File: src/rtl/mem_port_arb.sv
// Two-requester round-robin arbiter for the main-memory line port. Each grant
// latches one whole-line transaction and holds it on the memory strobes until mem_ack_i.

package param_pkg;
    localparam int MAIN_MEM_LINE_AW = 20;
    localparam int BYTES_PER_LINE   = 8;
endpackage

module mem_port_arb #(
    parameter int MAIN_MEM_LINE_AW = param_pkg::MAIN_MEM_LINE_AW,
    parameter int LINE_W           = param_pkg::BYTES_PER_LINE * 8,
    parameter int TIMEOUT_CYCLES   = 1024
) (
    input  logic                             clk,
    input  logic                             resetn,
    input  logic [1:0]                       rcyc_i,
    input  logic [1:0][MAIN_MEM_LINE_AW-1:0] raddr_i,
    input  logic [1:0]                       wcyc_i,
    input  logic [1:0][MAIN_MEM_LINE_AW-1:0] waddr_i,
    input  logic [1:0][LINE_W-1:0]           wdata_i,
    output logic [1:0]                       ack_o,
    output logic [LINE_W-1:0]                rdata_o,
    output logic                             mem_cyc_o,
    output logic                             mem_we_o,
    output logic [MAIN_MEM_LINE_AW-1:0]      mem_addr_o,
    output logic [LINE_W-1:0]                mem_wdata_o,
    input  logic                             mem_ack_i,
    input  logic [LINE_W-1:0]                mem_rdata_i,
    output logic                             timeout_o,
    output logic                             proto_err_o
);

    localparam int              WD_W   = $clog2(TIMEOUT_CYCLES);
    localparam logic [WD_W-1:0] WD_MAX = WD_W'(TIMEOUT_CYCLES - 1);

    typedef enum logic {
        ST_IDLE = 1'b0,
        ST_BUSY = 1'b1
    } state_e;

    state_e                      state_q, state_d;
    logic                        owner_q, owner_d;
    logic                        op_we_q, op_we_d;
    logic [MAIN_MEM_LINE_AW-1:0] addr_q, addr_d;
    logic [LINE_W-1:0]           wdata_q, wdata_d;
    logic                        rr_last_q, rr_last_d;
    logic [WD_W-1:0]             wd_cnt_q, wd_cnt_d;
    logic                        timeout_q, timeout_d;
    logic                        proto_err_q, proto_err_d;

    logic [1:0] req;
    logic       win;
    logic       owner_req;

    // A lone requester wins outright; a collision goes to the port not served last.
    assign req       = rcyc_i | wcyc_i;
    assign win       = (&req) ? ~rr_last_q : req[1];
    assign owner_req = op_we_q ? wcyc_i[owner_q] : rcyc_i[owner_q];

    always_comb begin
        // NOTE: every signal written here gets its default first, so no path can
        // leave one unassigned and infer a latch.
        state_d     = state_q;
        owner_d     = owner_q;
        op_we_d     = op_we_q;
        addr_d      = addr_q;
        wdata_d     = wdata_q;
        rr_last_d   = rr_last_q;
        wd_cnt_d    = wd_cnt_q;
        timeout_d   = timeout_q;
        proto_err_d = proto_err_q;
        ack_o       = 2'b00;
        rdata_o     = '0;
        mem_cyc_o   = 1'b0;
        mem_we_o    = 1'b0;
        mem_addr_o  = '0;
        mem_wdata_o = '0;

        unique case (state_q)
            ST_IDLE: begin
                if (|req) begin
                    state_d  = ST_BUSY;
                    owner_d  = win;
                    op_we_d  = wcyc_i[win];
                    addr_d   = wcyc_i[win] ? waddr_i[win] : raddr_i[win];
                    wdata_d  = wcyc_i[win] ? wdata_i[win] : '0;
                    wd_cnt_d = '0;
                end
            end
            ST_BUSY: begin
                mem_cyc_o   = 1'b1;
                mem_we_o    = op_we_q;
                mem_addr_o  = addr_q;
                mem_wdata_o = op_we_q ? wdata_q : '0;
                if (!owner_req) begin
                    proto_err_d = 1'b1;
                end
                if (mem_ack_i) begin
                    ack_o     = owner_q ? 2'b10 : 2'b01;
                    rdata_o   = op_we_q ? '0 : mem_rdata_i;
                    rr_last_d = owner_q;
                    state_d   = ST_IDLE;
                end else begin
                    // The watchdog only reports; the transaction is never aborted.
                    if (wd_cnt_q != WD_MAX) begin
                        wd_cnt_d = wd_cnt_q + 1'b1;
                    end
                    if (wd_cnt_d == WD_MAX) begin
                        timeout_d = 1'b1;
                    end
                end
            end
            default: state_d = ST_IDLE;
        endcase
    end

    // NOTE: sequential state uses non-blocking assignments so every flop samples
    // the pre-edge value of every other flop.
    always_ff @(posedge clk or negedge resetn) begin
        if (!resetn) begin
            state_q     <= ST_IDLE;
            owner_q     <= 1'b0;
            op_we_q     <= 1'b0;
            addr_q      <= '0;
            wdata_q     <= '0;
            rr_last_q   <= 1'b1;
            wd_cnt_q    <= '0;
            timeout_q   <= 1'b0;
            proto_err_q <= 1'b0;
        end else begin
            state_q     <= state_d;
            owner_q     <= owner_d;
            op_we_q     <= op_we_d;
            addr_q      <= addr_d;
            wdata_q     <= wdata_d;
            rr_last_q   <= rr_last_d;
            wd_cnt_q    <= wd_cnt_d;
            timeout_q   <= timeout_d;
            proto_err_q <= proto_err_d;
        end
    end

    assign timeout_o   = timeout_q;
    assign proto_err_o = proto_err_q;

endmodule
File: config.mk
export PLATFORM = sky130hd
export DESIGN_NAME = mem_port_arb
export DESIGN_NICKNAME = d
export VERILOG_FILES = /design/src/rtl/mem_port_arb.sv
export SDC_FILE = /design/constraint.sdc
export NUM_CORES = 1
export LEC_CHECK = 0
export CAP_MARGIN = 5
export CORE_AREA = 5 5 165 167
export DETAILED_ROUTE_END_ITERATION = 10
export DIE_AREA = 0 0 170 172
export PLACE_DENSITY = 0.68
export SYNTH_ARGS = -nofsm -noshare
export SYNTH_HDL_FRONTEND = slang
export SYNTH_SLANG_ARGS = --single-unit
File: constraint.sdc
create_clock -name clk -period 1.95 [get_ports clk]
set_input_delay 0.195 -clock clk [delete_from_list [all_inputs] [get_ports clk]]
set_output_delay 0.195 -clock clk [all_outputs]
set_load 0.01 [all_outputs]
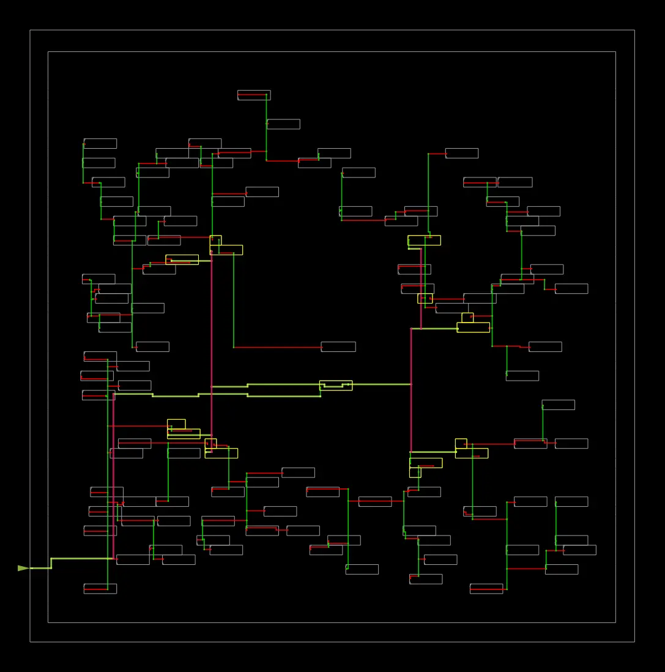
(clock wiring as the flow saved it)
# clock sinks: 100
Flops: 100

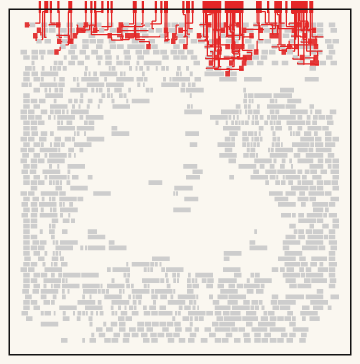
(nets reached from selected ports)
Drawn at 2 px/um.
Red marks rdata_o, bits 64, direction output, edge north, end cells 64, wire 1500 um.
Ports: 433
buffers added on ports: 432

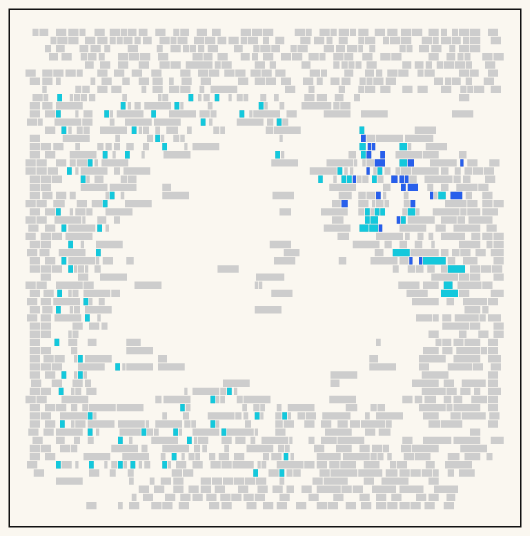
(gate families picked out)
Drawn at 3 px/um.
Cyan marks aoi and oai cells, cells 90, where all over the die. Blue marks nor cells, cells 24.
Commonest Layout Cell: clkdlybuf4s50_1
combinational share of cell area: 30.0%
fin cells: 1419

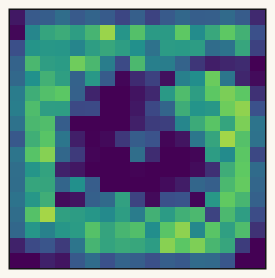
(cell area per tile)
Drawn at 1.5 px/um. The die is cut into 17 by 17 equal tiles; dark purple is low, yellow is high, 0 to 100% covered.
12% of the tiles are nearly empty. The fullest tile reaches 86%. 5.2% of the tiles are over 75% full. The emptiest ninth of the die: center. The mean over all tiles is 38%.

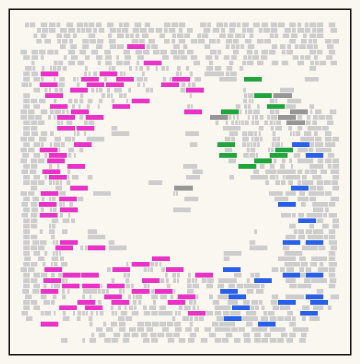
(sequential cells grouped by signal name)
Drawn at 2 px/um. Other sequential cells in the stronger gray, the rest of the logic in the fainter gray.
Blue marks addr_q, sequential cells 20. Green marks wd_cnt_q, sequential cells 10, where east. Magenta marks wdata_q, sequential cells 64.
Another 6 sequential cells are not colored.

==> impl_metrics.json <==
{
  "rsz0062_at_grt": "yes",
  "timing.final.ws_setup_ns": 0.0242,
  "slowest_delay_ns": 0.57,
  "total_power_mw": 12.3,
  "chip_area_sq_um": 29200,
  "global_route.overflow_total": 0,
  "ys_ff": 100,
  "crit_buf_inv": 2,
  "muxShareOfSynthArea_pct": 22.6,
  "final_nets": 1359,
  "syn_area_per_cell_sq_um": 9.84,
  "critPathMaxFanout": 5,
  "worst_pin_slew_ns": 0.492,
  "skew_ns": 0.00834,
  "setup_tns_ns": 0,
  "clock_cell_area_share_pct": 2.55,
  "design_area_sq_um": 11600,
  "synth-compound-area-share_pct": 8.74,
  "antenna_found_initial": 0,
  "viasPerCell": 4.48,
  "period_needed_ns": 1.93,
  "crit_slowest_cell": "dfstp_2",
  "num_rows": 59,
  "synthXorXnorAreaFrac_pct": 0.141,
  "path_class": "reg -> reg",
  "clkTransAtPathRegs_ns": 0.07,
  "dp_hpwl_um": 19600,
  "top_power_group": "combinational logic",
  "wl_per_cell_um": 18.4,
  "cp.required_ns": 2.18,
  "post-place-ws_ns": -0.151,
  "inv_count": 6,
  "mappedNetlistArea_sq_um": 6200,
  "grt_pass1_wl_um": 37100,
  "yosysWarnings": 0,
  "drt_iter0_markers": 214,
  "ctsHtreeMaxLevel": 3,
  "clock_power_share_pct": 14.7,
  "cts_buffer_depth": 2,
  "clock_latency_ns": 0.35,
  "nClkBuffers": 10,
  "final-hold-violation-count": 0,
  "reg2reg_depth": 7,
  "dp.cells": 1389,
  "fp_util_pct": 24.2,
  "arrival_ns": 2.15,
  "cts.root.buffer_cell": "clkbuf_16",
  "ant_nets": 0,
  "seq_share_pct": 21.7,
  "grt_pass1_vias": 6489,
  "status": "completed",
  "tap_cells": 335,
  "yosysMostFrequentCell": "dfrtp_1",
  "yosysTopAreaCell": "dfrtp_1",
  "fin_util_pct": 45.1,
  "pg_clk_mw": 1.80,
  "crit_chain": "nand2b_4 -> a21oi_4 -> a31oi_4 -> buf_12 -> clkbuf_16 -> mux4_2 -> mux2_4",
  "openroad.warnings": 28,
  "pwr.group.combinational_mw": 7.06,
  "switchingPower_mw": 4.64,
  "worst_r2r_endpoint": "addr_q[17]$_DFFE_PN0P_",
  "drc": 0,
  "powerSeq_mw": 3.39,
  "nFillCells": 2512,
  "top_area_share_pct": 40.0,
  "critPathTopFamily": "multiplexers",
  "synth_cell_type_count": 42,
  "buffers": 494,
  "gp_congestion": 0.770,
  "p_seq_share_pct": 27.7,
  "drt_pass1_iterations": 4
}
-- per-layer routing --
layer | vias to the layer above | track usage, % | share of wire [%]
li1 | 3099 | - | -
met1 | 3049 | 21.0 | 43
met2 | 200 | 27.2 | 50
met3 | 16 | 3.77 | 6.5
met4 | 0 | 2.64 | 0.74
met5 | - | 0 | 0
-- state kept, by name, indices dropped and copies added (netlist names) --
register,count
wdata_q,64
addr_q,20
wd_cnt_q,10
op_we_q,1
owner_q,1
proto_err_o,1
rr_last_q,1
state_q,1
timeout_o,1
-- what timing repair did --
item | 4_1_cts | 5_1_grt
buffers inserted | 1 | 6
resized | 166 | 144
pin swaps | 1 | 2
cloned | 1 | 5
hold endpoints to repair | 22 | 0
hold buffers | 1 | 0
endpoints found under the setup margin | 147 | 122
